$ cat config.mk
export PLATFORM = sky130hd
export DESIGN_NAME = timer_tick_gen
export DESIGN_NICKNAME = d
export VERILOG_FILES = /design/src/rtl/timer_tick_gen.sv
export SDC_FILE = /design/constraint.sdc
export NUM_CORES = 1
export LEC_CHECK = 0
export ABC_AREA = 1
export CORE_AREA = 2 2 43 45
export DETAILED_ROUTE_END_ITERATION = 16
export DIE_AREA = 0 0 45 47
export SLEW_MARGIN = 5
export SYNTH_ARGS = -nofsm -noshare
export SYNTH_HDL_FRONTEND = slang
export SYNTH_SLANG_ARGS = --single-unit
$ cat constraint.sdc
create_clock -name pclk -period 1.4 [get_ports pclk]
set_input_delay 0.21 -clock pclk [delete_from_list [all_inputs] [get_ports pclk]]
set_output_delay 0.21 -clock pclk [all_outputs]
set_load 0.02 [all_outputs]
$ cat src/rtl/timer_tick_gen.sv
// -----------------------------------------------------------------------------
// timer_tick_gen
//
// Count-enable generator for the 8-bit timer counter. Divides pclk by
// N = 2^(cks+1) (2, 4, 8 or 16) and emits a registered one-cycle `tick`.
// The divider phase is held while `en` is low, so a stop/restart never loses
// a partial period. A ratio change made while running takes effect only on
// the wrap cycle, so the period in progress always completes at the old ratio.
//
// Optional feature: define TIMER_EXT_CLK_EN to add an external clock source
// (ext_clk through a 2-flop synchronizer plus a rising-edge detect flop).
//
// Parameters:
//   DIV_W    divider counter width, must be >= 4 so the /16 ratio fits
//
// Ports:
//   pclk     in   system clock, rising edge
//   preset   in   synchronous active-high reset
//   en       in   TCR.en, divider runs while high
//   cks      in   TCR.cks, ratio select
//   div_clr  in   single-cycle pulse, clears the divider phase
//   ext_clk  in   asynchronous external clock     (TIMER_EXT_CLK_EN only)
//   ext_sel  in   selects the external source     (TIMER_EXT_CLK_EN only)
//   tick     out  registered one-pclk count-enable pulse
//   cks_act  out  ratio select currently applied
//   running  out  registered copy of en
// -----------------------------------------------------------------------------
module timer_tick_gen #(
  parameter int DIV_W = 4
) (
  input  logic       pclk,
  input  logic       preset,
  input  logic       en,
  input  logic [1:0] cks,
  input  logic       div_clr,
`ifdef TIMER_EXT_CLK_EN
  input  logic       ext_clk,
  input  logic       ext_sel,
`endif
  output logic       tick,
  output logic [1:0] cks_act,
  output logic       running
);

  typedef enum logic {
    ST_STOP = 1'b0,
    ST_RUN  = 1'b1
  } state_t;

  state_t           state_reg;
  logic [DIV_W-1:0] cnt_reg;
  logic             tick_reg;
  logic [1:0]       cks_act_reg;

  logic [DIV_W-1:0] term_val;
  logic             terminal;
  logic             use_ext;
  logic             ext_pulse;

  // Terminal count is N_act-1 for the ratio currently applied.
  always_comb begin
    term_val = DIV_W'(1);
    case (cks_act_reg)
      2'd0:    term_val = DIV_W'(1);
      2'd1:    term_val = DIV_W'(3);
      2'd2:    term_val = DIV_W'(7);
      default: term_val = DIV_W'(15);
    endcase
  end

  // >= rather than ==: a ratio shrunk while stopped may leave the held
  // count above the new terminal; the next enabled cycle then wraps at once.
  assign terminal = (cnt_reg >= term_val);

`ifdef TIMER_EXT_CLK_EN
  // sync_reg[0..1] form the synchronizer, sync_reg[2] is the edge-detect
  // flop. div_clr clears only the edge-detect flop.
  logic [2:0] sync_reg;

  always_ff @(posedge pclk) begin
    if (preset) begin
      sync_reg <= 3'b000;
    end else begin
      sync_reg[0] <= ext_clk;
      sync_reg[1] <= sync_reg[0];
      sync_reg[2] <= div_clr ? 1'b0 : sync_reg[1];
    end
  end

  assign ext_pulse = sync_reg[1] & ~sync_reg[2];
  assign use_ext   = ext_sel;
`else
  assign ext_pulse = 1'b0;
  assign use_ext   = 1'b0;
`endif

  // STOP/RUN follow en directly; all outputs are registered here.
  always_ff @(posedge pclk) begin
    if (preset) begin
      state_reg   <= ST_STOP;
      cnt_reg     <= '0;
      tick_reg    <= 1'b0;
      cks_act_reg <= 2'b00;
    end else begin
      state_reg <= en ? ST_RUN : ST_STOP;
      if (div_clr) begin
        cnt_reg     <= '0;
        tick_reg    <= 1'b0;
        cks_act_reg <= cks;
      end else if (!en) begin
        // Phase held; ratio tracks cks freely while stopped.
        tick_reg    <= 1'b0;
        cks_act_reg <= cks;
      end else if (use_ext) begin
        // External source: divider phase frozen, tick follows the edge.
        tick_reg <= ext_pulse;
      end else if (terminal) begin
        cnt_reg     <= '0;
        tick_reg    <= 1'b1;
        cks_act_reg <= cks;
      end else begin
        cnt_reg  <= cnt_reg + DIV_W'(1);
        tick_reg <= 1'b0;
      end
    end
  end

  assign tick    = tick_reg;
  assign cks_act = cks_act_reg;
  assign running = (state_reg == ST_RUN);

endmodule
==> run_1/layer_met1.png <==
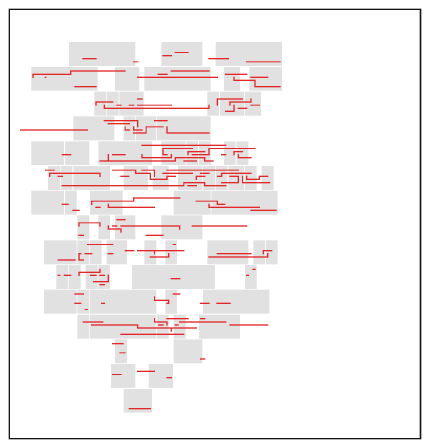
- longest straight run: 13.3 um
- main direction: horizontal
- nets with wire on the layer: 79
final WL: 896 um
global routing usage on met1: 10.3%

==> run_1/layer_met2.png <==
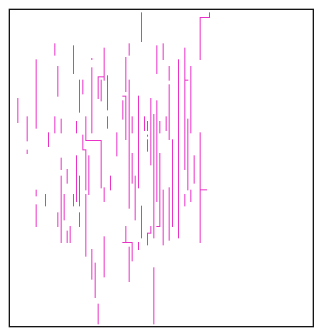
- main direction: vertical
- wire length on this layer: 481 um
M2 GR Usage: 16.3%
via count: 423

==> impl_metrics.csv, run 1 <==
group,metric,value,unit
synth,top_cell_area_share,34.9,%
pwr,top_power_group,"registers",
synth,synth_cells,62,
pwr,p_sw_share,25.8,%
synth,top_logic_kind,"simple AND/OR/NAND/NOR gates",
synth,synthAdderAreaFrac,10.9,%
routing,wl_per_cell,9.63,um
synth,ys_types,18,
sta,setup_tns,0,ns
finish,antenna_cells,0,
sta,final_max_slew_viol_count,0,
critical_path,crit_start,"cks_act[1]",
placed_design,dp_slack,0.0321,ns
finish,combGateArea,283,um^2
synth,common_cells,"15 x nand2_1, 10 x inv_1, 8 x dfxtp_1, 8 x nor2_1, 4 x ha_1",
critical_path,r2r-start,"cks_act[1]",
pwr,p_sw,0.131,mW
clock_network,cts_buffers,3,
synth,syn_area_per_cell,7.41,um^2
synth,yosys_warnings,0,
pwr,combPwrFrac,17.9,%
sta,finalClockPeriodUsage,93.2,%
placed_design,placed_cells,90,
floorplanning,row_count,15,
finish,fin_nets,88,
sta,worst_pin_slew,0.320,ns
critical_path,startpoint_type,"register",
synth,syn-num-nets,72,
floorplanning,taps,17,
synth,synth.cell_area,459,um^2
pwr,p_clk,0.175,mW
sta,whs,0.496,ns
routing,drc,0,
synth,xor_share,0,%
placed_design,dp_hpwl,735,um
sta,slew_headroom,78.6,%
finish,fin_util,38.5,%
run_status,status,"complete, no violations",
finish,largest_cell_class,"logic gates",
finish,flops,8,
synth,synth_area_leader_cell,"dfxtp_1",
run,maxCapViolCount,0,
routing,highest_layer,"met4",
clock_network,cts_hold_buf,0,
finish,inverters,11,
finish,final_area,636,um^2
global_routing,grt_pass1_vias,357,
routing,drtAntennaViolNets,0,
finish,num-clock-buffers,3,
critical_path,cp_slowest_cell,"dfxtp_1",
run,warnings,26,
critical_path,cp_num_cells,7,
clock_network,cts-root-buf,"clkbuf_4",
critical_path,path_common_cell,"nand2_1",
finish,lay_top_cells,"15 x nand2_1, 10 x inv_1, 8 x nor2_1, 8 x dfxtp_1, 5 x clkdlybuf4s50_1",
clock_network,postCtsSetupBuffers,0,
finish,clkCellAreaFrac,3.54,%
critical_path,arrival,1.50,ns
finish,lay_top_count,"nand2_1",
finish,n_fill_cell,192,
critical_path,critPathBufInv,1,
global_routing,grt_remaining_overflow,0,
hold_path,min_path_type,"register to register",
floorplanning,fp.coreArea,1650,um^2
finish,fin_cells,93,
synth,ys.flops,8,
global_routing,grt_max_degree,7,
synth,synthAoiAreaFrac,10.9,%
hold_path,whs_path_depth,2,
pwr,p_seq,0.242,mW
global_routing,grt_pass1_wl,1390,um
synth,yosysChipArea,459,um^2
sta,layout_min_cycle_time,1.31,ns
critical_path,critPathCapture,"tick",
critical_path,reg2regPathDepth,7,
clock_network,htree_levels,1,
pwr,vdd_drop_max,447,uV
sta,clock_skew,0.00475,ns
routing,dr_wl_met2,481,um
critical_path,rrSetupSlack,0.09,ns
routing,drt_pass1_iterations,4,
finish,seq_share,25.2,%
clock_network,cts.path.max_buffers,2,
sta,hold_viol_final,0,
floorplanning,io_pins,10,
synth,yosysMostFrequentCell,"nand2_1",
clock_network,cts_resized,2,
finish,area_growth,38.4,%
critical_path,critPathKind,"register to register",
pwr,clockPowerShare,34.5,%
routing,m1WireLength,355,um
pwr,power_leakage,0.325,nW
critical_path,required,1.60,ns
sta,max_freq,0.766,GHz
placed_design,routabilityCongestion,0.756,
finish,seqCellArea,160,um^2
sta,setup_viol,0,
critical_path,slowest_delay,0.35,ns
pwr,cellPowerDensity,800,nW/um^2
critical_path,cp_top_family,"simple AND/OR/NAND/NOR gates",
clock_network,tritoncts,"done",
clock_network,cts.sinks,8,
critical_path,cp-end-kind,"register",
critical_path,crit_chain,"nand2_1 -> ha_4 -> nand2_1 -> inv_1 -> nand2_4 -> a21oi_4 -> and2_1",
clock_network,clkTransAtPathRegs,0.05,ns
synth,edf_count,0,
pwr,total_power,0.509,mW
finish,comb_share,44.5,%
sta,grt_setup_unrepaired,"false",
synth,muxShareOfSynthArea,0,%
hold_path,hold_start,"cnt_reg[0]",
critical_path,regToRegEndpoint,"tick",
pwr,pg_comb,0.0911,mW
sta,setup_slack,0.0949,ns
clock_network,clock_latency,0.26,ns
global_routing,track_usage,9.80,%
global_routing,top_usage_layer,"met2",
routing,drtIter0Drc,5,
floorplanning,fp_util,27.8,%
floorplanning,chipArea,2120,um^2
synth,area_leaders,"dfxtp_1 35%, nand2_1 12%, ha_1 11%",
floorplanning,die-height,47,um
finish,largest_reg_flops,4,
finish,drive_gt1_share,15.8,%
hold_path,min_to,"cnt_reg[0]",
routing,vias_per_cell,4.55,
pwr,p_int,0.378,mW
synth,ys_dominant_reg_cell,"dfxtp_1",
placed_design,placed_cell_area,586,um^2
global_routing,antenna_found_initial,0,
floorplanning,die_w,45,um
synth,ys_cells,62,
pwr,seq_power_share,47.6,%
routing,wl_met3,33,um
synth,async_flop_share,0,%
synth,ys_seq_share,34.9,%
finish,buffers,11,
==> run_1/layer_met3.png <==
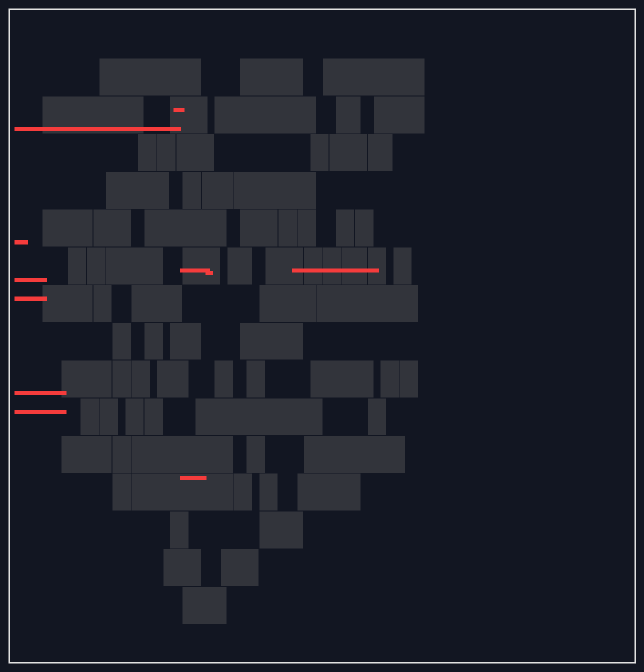
- wire length on this layer: 33.5 um
- longest straight run: 11.7 um
- main direction: horizontal
- share of all routed wire: 3.7%
- nets with wire on the layer: 8
grt met3 use: 2.31%

==> run 2: changes to the inputs <==
Settings changed: SETUP_SLACK_MARGIN set to 0.02.
==> run_2/layer_met3.png <==
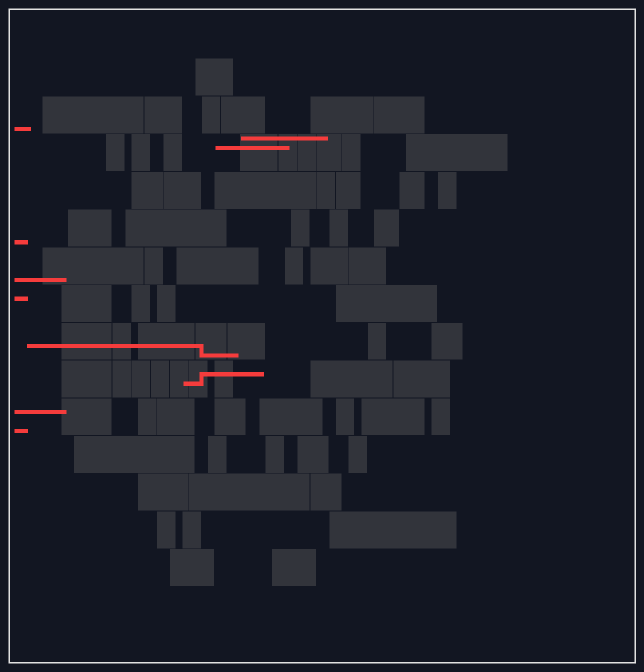
- wire length on this layer: 42.8 um
- longest straight run: 12.4 um
- main direction: horizontal
- share of all routed wire: 4.2%
via count: 429
final WL: 1020 um
grt met3 use: 3.46%

==> run_2/layer_met1.png <==
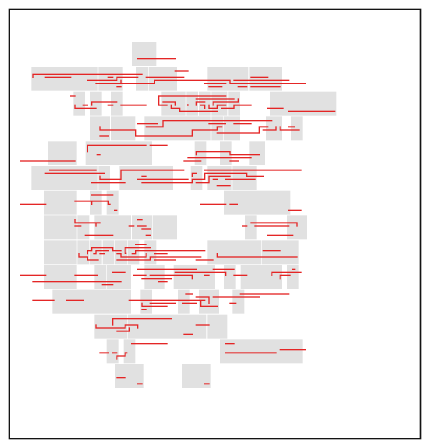
- wire length on this layer: 478 um
- main direction: horizontal
- longest straight run: 12.0 um
- nets with wire on the layer: 81
global routing usage on met1: 13.2%

==> run 2 against run 1 <==
  * Clock skew fell by 0.0037 ns
  * Maximum frequency fell by 0.21%
  * Clock power increased by 8%
  * Critical path depth fell by 2
  * Critical endpoint is now cks_act[1]
  * Largest cell class unchanged
==> impl_metrics.csv, run 2 <==
group,metric,value,unit
pwr,cellPowerDensity,821,nW/um^2
finish,buffers,10,
run,warnings,27,
critical_path,slowest_delay,0.44,ns
sta,hold_viol_final,0,
finish,flops,8,
synth,synth.cell_area,459,um^2
finish,lay_top_cells,"13 x nand2_1, 10 x inv_1, 7 x nor2_1, 6 x dfxtp_1, 5 x clkdlybuf4s50_1",
critical_path,critPathKind,"register to register",
sta,setup_tns,0,ns
synth,yosysMostFrequentCell,"nand2_1",
sta,whs,0.499,ns
placed_design,dp_slack,0.0502,ns
pwr,vdd_drop_max,456,uV
synth,ys_seq_share,34.9,%
routing,highest_layer,"met4",
clock_network,cts.path.max_buffers,2,
global_routing,met2_usage,17.4,%
synth,ys.flops,8,
critical_path,reg2regPathDepth,5,
synth,async_flop_share,0,%
finish,num-clock-buffers,3,
critical_path,regToRegEndpoint,"cks_act[1]",
synth,ys_types,18,
finish,area_growth,38.4,%
pwr,p_int,0.376,mW
clock_network,clock_latency,0.26,ns
synth,syn_area_per_cell,7.41,um^2
floorplanning,die_w,45,um
critical_path,cp_top_family,"flip-flops",
clock_network,cts_buffers,3,
sta,setup_slack,0.0921,ns
sta,worst_pin_slew,0.259,ns
clock_network,cts_resized,4,
floorplanning,chipArea,2120,um^2
hold_path,whs_path_depth,2,
finish,final_area,636,um^2
floorplanning,fp_util,27.8,%
clock_network,cts.sinks,8,
critical_path,critPathBufInv,0,
clock_network,tritoncts,"done",
synth,ys_dominant_reg_cell,"dfxtp_1",
critical_path,rrSetupSlack,0.09,ns
pwr,seq_power_share,46.7,%
run_status,status,"complete, no violations",
floorplanning,die-height,47,um
sta,setup_viol,0,
hold_path,min_path_type,"register to register",
routing,drtIter0Drc,11,
run,maxCapViolCount,0,
finish,fin_util,38.5,%
clock_network,postCtsSetupBuffers,0,
synth,xor_share,0,%
floorplanning,fp.coreArea,1650,um^2
floorplanning,taps,17,
routing,wl_per_cell,11.0,um
synth,top_cell_area_share,34.9,%
synth,top_logic_kind,"simple AND/OR/NAND/NOR gates",
routing,m1WireLength,478,um
finish,largest_reg_flops,4,
routing,drc,0,
routing,dr_wl_met2,478,um
critical_path,critPathCapture,"cks_act[1]",
pwr,p_sw,0.146,mW
synth,ys_cells,62,
routing,drtAntennaViolNets,0,
synth,synthAdderAreaFrac,10.9,%
synth,muxShareOfSynthArea,0,%
placed_design,placed_cell_area,581,um^2
synth,synthAoiAreaFrac,10.9,%
hold_path,hold_start,"cnt_reg[0]",
critical_path,crit_chain,"ha_4 -> a21oi_4 -> nand4_1 -> nand2_1 -> nor2_1",
finish,drive_gt1_share,21.3,%
sta,layout_min_cycle_time,1.31,ns
pwr,p_clk,0.189,mW
pwr,top_power_group,"registers",
pwr,p_sw_share,28.0,%
pwr,p_seq,0.244,mW
critical_path,startpoint_type,"register",
routing,vias_per_cell,4.66,
finish,lay_top_count,"nand2_1",
global_routing,top_usage_layer,"met2",
floorplanning,io_pins,10,
==> run 3: changes to the inputs <==
Settings changed: CAP_MARGIN set to 15, CORE_AREA 2 2 43 45 to 2 2 42 44, DIE_AREA 0 0 45 47 to 0 0 44 46, REMOVE_ABC_BUFFERS set to 1.
==> run_3/layer_met1.png <==
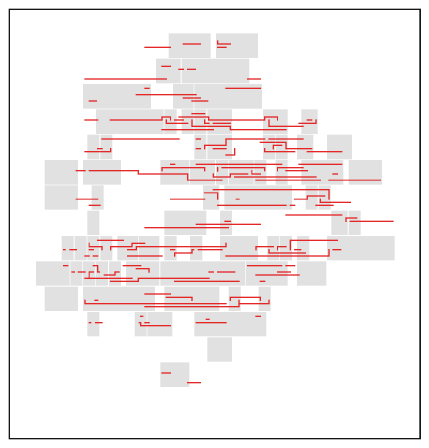
- main direction: horizontal
- wire length on this layer: 425 um
via count: 414
final WL: 844 um
global routing usage on met1: 12.1%

==> run_3/layer_met3.png <==
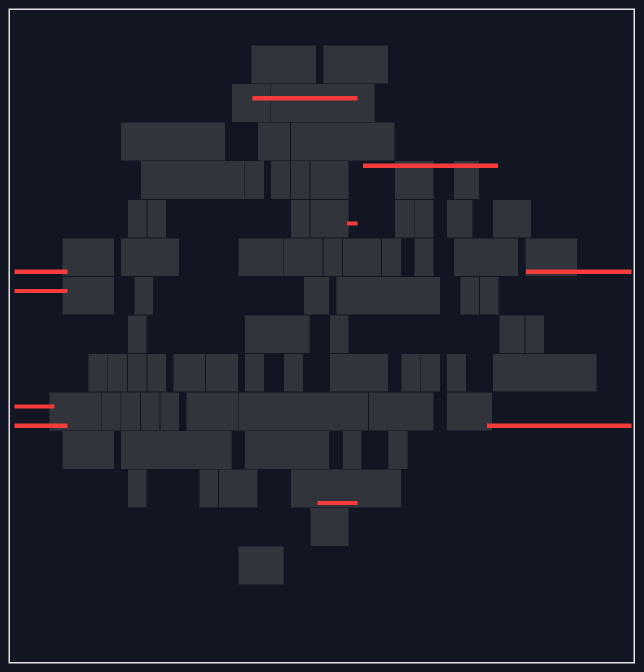
- nets with wire on the layer: 8
- main direction: horizontal
- share of all routed wire: 5.8%
- wire length on this layer: 49.0 um
- longest straight run: 9.90 um
grt met3 use: 2.78%

==> run 3 against run 2 <==
  * Wire length shrank 17%
  * Largest power group unchanged
  * Maximum frequency grew 1.6%
  * Highest routed layer unchanged
  * Worst hold slack lost 0.012 ns
  * Critical path type unchanged
  * Non-clock buffer count grew 1
  * Cell count grew 1.1%
  * First-iteration DRC count shrank 36%
  * Sequential power is essentially flat
  * Clock power shrank 4%
  * Critical endpoint is now tick
  * Area after synthesis is the same
==> impl_metrics.csv, run 3 <==
group,metric,value,unit
run_status,status,"complete, no violations",
floorplanning,taps,17,
pwr,p_sw_share,26.5,%
pwr,clockPowerShare,35.4,%
critical_path,startpoint_type,"register",
placed_design,routabilityCongestion,0.675,
critical_path,path_common_cell,"nand2_1",
critical_path,regToRegEndpoint,"tick",
synth,synth.cell_area,459,um^2
pwr,p_int,0.378,mW
global_routing,grt_max_degree,7,
finish,combGateArea,275,um^2
clock_network,clock_latency,0.26,ns
sta,whs,0.487,ns
pwr,p_clk,0.182,mW
clock_network,clkTransAtPathRegs,0.06,ns
critical_path,cp_top_family,"simple AND/OR/NAND/NOR gates",
routing,m1WireLength,424,um
finish,clkCellAreaFrac,3.57,%
synth,syn_area_per_cell,7.41,um^2
run,maxCapViolCount,0,
floorplanning,fp_util,28.4,%
placed_design,dp_slack,0.0481,ns
synth,top_cell_area_share,34.9,%
finish,largest_reg_flops,4,
pwr,seq_power_share,47.4,%
clock_network,cts_buffers,3,
routing,vias_per_cell,4.45,
sta,grt_setup_unrepaired,"true",
sta,setup_slack,0.112,ns
critical_path,critPathCapture,"tick",
synth,area_leaders,"dfxtp_1 35%, nand2_1 12%, ha_1 11%",
finish,area_growth,37.3,%
synth,xor_share,0,%
finish,logic_gates,43,
finish,antenna_cells,0,
finish,flops,8,
sta,max_freq,0.777,GHz
routing,drc,0,
global_routing,grt_pass1_vias,335,
clock_network,tritoncts,"done",
finish,drive_gt1_share,18.4,%
pwr,top_power_group,"registers",
hold_path,hold_start,"cnt_reg[0]",
synth,ys_types,18,
clock_network,cts.sinks,8,
global_routing,track_usage,9.56,%
synth,edf_count,0,
sta,clock_skew,0.00988,ns
critical_path,reg2regPathDepth,7,
synth,synthAdderAreaFrac,10.9,%
placed_design,dp_hpwl,699,um
critical_path,crit_start,"cks_act[1]",
synth,async_flop_share,0,%
synth,ys_seq_share,34.9,%
finish,signal_buffer_area_fraction,17.1,%
critical_path,rrSetupSlack,0.11,ns
sta,slew_headroom,78.4,%
floorplanning,io_pins,10,
finish,buffers,11,
synth,yosysMostFrequentCell,"nand2_1",
placed_design,placed_cell_area,586,um^2
critical_path,crit_chain,"nand2_1 -> ha_4 -> nand2_1 -> inv_1 -> nand2_4 -> a21oi_2 -> and2_1",
synth,ys_dominant_reg_cell,"dfxtp_1",
synth,yosysChipArea,459,um^2
clock_network,cts.path.max_buffers,2,
routing,drtAntennaViolNets,0,
sta,worst_pin_slew,0.323,ns
finish,largest_cell_class,"logic gates",
placed_design,placed_cells,90,
routing,wl_met3,48,um
global_routing,grt_remaining_overflow,0,
synth,top_logic_kind,"simple AND/OR/NAND/NOR gates",
pwr,p_seq,0.244,mW
global_routing,antenna_found_initial,0,
sta,final_max_slew_viol_count,0,
synth,ys.flops,8,
synth,yosys_warnings,0,
pwr,pg_comb,0.0887,mW
global_routing,met2_usage,12.6,%
clock_network,cts-root-buf,"clkbuf_4",
critical_path,cp_slowest_cell,"dfxtp_2",
routing,drt_pass1_iterations,4,
critical_path,r2r-start,"cks_act[1]",
synth,muxShareOfSynthArea,0,%
pwr,total_power,0.514,mW
finish,lay_top_count,"nand2_1",
critical_path,required,1.60,ns
floorplanning,fp.coreArea,1610,um^2
global_routing,top_usage_layer,"met2",
hold_path,whs_path_depth,2,
floorplanning,die-height,46,um
synth,common_cells,"15 x nand2_1, 10 x inv_1, 8 x dfxtp_1, 8 x nor2_1, 4 x ha_1",
critical_path,slowest_delay,0.35,ns
critical_path,arrival,1.49,ns
finish,seq_share,25.8,%
finish,fin_cells,93,
finish,n_fill_cell,185,
routing,drtIter0Drc,7,
clock_network,cts_resized,2,
finish,comb_share,43.7,%
finish,fin_nets,88,
finish,lay_top_cells,"15 x nand2_1, 10 x inv_1, 8 x nor2_1, 6 x dfxtp_1, 5 x clkdlybuf4s50_1",
routing,dr_wl_met2,342,um
routing,wl_per_cell,9.08,um
sta,setup_viol,0,
floorplanning,chipArea,2020,um^2
global_routing,grt_pass1_wl,1350,um
floorplanning,die_w,44,um
critical_path,cp_num_cells,7,
clock_network,cts_hold_buf,0,
finish,inverters,11,
sta,setup_tns,0,ns
finish,fin_util,39.1,%
finish,num-clock-buffers,3,
sta,layout_min_cycle_time,1.29,ns
synth,synth_area_leader_cell,"dfxtp_1",
synth,synth_cells,62,
pwr,combPwrFrac,17.2,%
hold_path,min_to,"cnt_reg[0]",
pwr,vdd_drop_max,434,uV
floorplanning,row_count,15,
clock_network,htree_levels,1,
critical_path,cp-end-kind,"register",
run,warnings,26,
finish,seqCellArea,163,um^2
synth,ys_cells,62,
hold_path,min_path_type,"register to register",
synth,synthAoiAreaFrac,10.9,%
clock_network,postCtsSetupBuffers,0,
critical_path,critPathKind,"register to register",
sta,finalClockPeriodUsage,92.0,%
pwr,p_sw,0.136,mW
No activity file was given, so power comes from the tool's default toggle rates.
